Design pipelined_mux_nx1, sky130hd; sources not shown.
Fig. 1: met3 routing
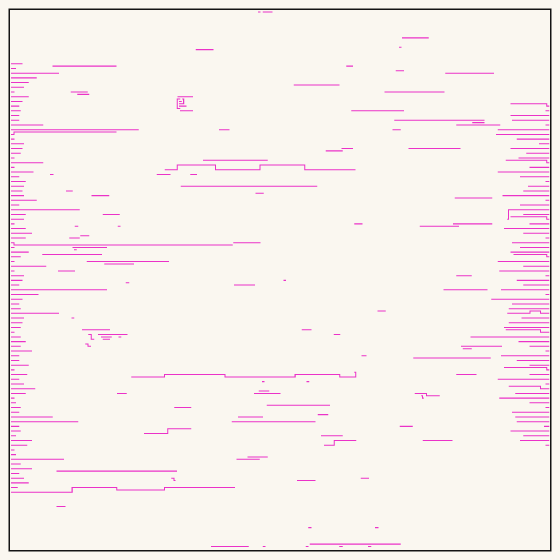
share of all routed wire	5.9%
longest straight run	63.0 um
nets with wire on the layer	225
main direction	horizontal
wire length on this layer	2040 um
met3 global-route usage: 0.0589
total number of vias: 8575
Routed Wire Length: 34400 um

Fig. 2: the clock network
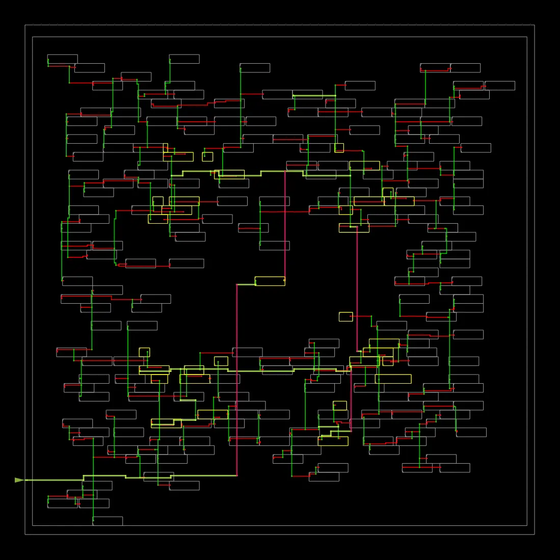
Clock Latency Late Sink: 0.44 ns
Layout Skew: 0.0129 ns
number of sequential cells: 198
power of the clock network: 4.69 mW
# clk buffers: 19

Fig. 3: met2 routing
Scale bar: 50 um.
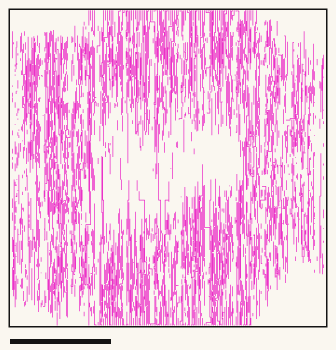
wire length on this layer	17900 um
main direction	vertical
met2 track demand over resource: 0.437

==> run summary <==
Results of the run.

Of the total power, combinational logic draws 0.337. The transition time recorded at the tightest slew-check pin is 1.29 ns. The first global-routing pass estimated 47100 um of wire. The clock transition time at the flip-flop clock pins of the worst setup and hold paths is 0.08 ns.

The total setup violations reported at the end of the flow is 195. For reference, the critical path cell chain is buf_6 -> nor2b_4 -> nor3b_4 -> buf_6 -> buf_12 -> clkbuf_16 -> mux2_4. The post-detailed-placement half-perimeter wirelength is 19700 um. The number of buffers and inverters on the critical path is 4. Summing over the stages, the warning tally comes to 30.

The library cell used most frequently in the layout, excluding fill and tap cells, is clkdlybuf4s50_1. Cell internal power was estimated by the tool at 12.5 mW. The cell count of the worst reg-to-reg path is 7. The script logs the mean routed wire length per placed instance as 23.0 um. The pre-CTS setup check shows a worst slack of -0.641 ns. In the Yosys report the total cell count is 810. The data arrival time of the worst path is 2.10 ns. Entering global routing, the biggest net connects 130 pins. The total clock buffers created by CTS is 17.

The initial utilization of the core area, before any placement, comes to 0.428. The library cell occupying the most area in the post-synthesis netlist is dfrtp_1. The run finished, with violations left.

The final reports fail on negative setup slack. Setup slack on the critical path of the routed design comes to -0.290 ns. The library cell appearing most often on the critical path is buf_6. The ratio of final minimum period to clock period is 1.19. Counting the fill cells in the layout gives 1381. In the routed layout, each cell is associated on average with a via count of 5.75.
## per-layer routing
layer	part of all wire	vias to the layer above	track usage	wire, um
met4	0.026	0	0.0795	890
met5	0	-	0	0
li1	-	3848	-	-
met3	0.059	50	0.0589	2040
met2	0.52	347	0.437	17900
met1	0.39	4330	0.301	13500
## cells in the mapped netlist
cell type,n
and3b_1,1
buf_4,13
buf_2,51
mux2_2,130
nor2b_1,1
nand3b_1,1
buf_6,4
nor3b_2,1
nor2_1,5
nand2_1,1
nor2b_4,1
a21oi_1,128
mux2_1,2
dfrtp_1,198
clkbuf_1,17
mux2i_1,128
a31oi_1,128
## kinds of logic (layout without fill, tap and decap cells)
logic type | Yosys count | in the layout | synth area share
multiplexers | 260 | 260 | 0.285
AND-OR/OR-AND | 256 | 256 | 0.149
buffers and inverters | 85 | 481 | 0.0476
AND/OR/NAND/NOR | 11 | 11 | 0.00736
other | 0 | 1 | 0
flip-flops | 198 | 198 | 0.511
## worst register-to-register path, stage by stage (launching register included)
cell and delay [ns]:
dfrtp_1 0.42, buf_6 0.13, nor2b_4 0.13, nor3b_4 0.23, buf_6 0.15, buf_12 0.14, clkbuf_16 0.17, mux2_4 0.30
## per-stage QoR
stage / TNS, ns / std cells
after global routing: -46.91 / 1492
after global placement: -100.22 / 1414
final: -42.25 / 1492
after detailed placement: -99.79 / 1414
after floorplan: 0 / 810
after CTS: -24.56 / 1481
## cell type report
| class | count | area [um2] | area share |
|---|---|---|---|
| clock buffer | 19 | 443 | 0.0266 |
| tap | 285 | 357 | 0.0214 |
| multi-input combinational | 527 | 5790 | 0.347 |
| antenna | 1 | 2.50 | 0.000150 |
| clock inverter | 13 | 159 | 0.00953 |
| timing repair buffer | 449 | 4960 | 0.297 |
| sequential | 198 | 4960 | 0.298 |
## power by group through the flow
stage | Sequential, mW | Clock (mW) | Combinational (mW)
4_1_cts | 7.11 | 4.72 | 5.11
2_1_floorplan | 7.13 | 0 | 2.03
5_1_grt | 7.32 | 4.98 | 6.39
3_3_place_gp | 7.15 | 0 | 4.80
6_report | 7.20 | 4.69 | 6.05
3_5_place_dp | 7.21 | 0 | 4.92
## timing repair
item	in CTS	in global routing
setup buffers	22	11
cloned	12	9
setup endpoints to repair	233	195
hold endpoints to repair	32	0
pin swaps	7	14
hold buffers	1	0
gates resized	168	153
No activity file was given, so power comes from the tool's default toggle rates.
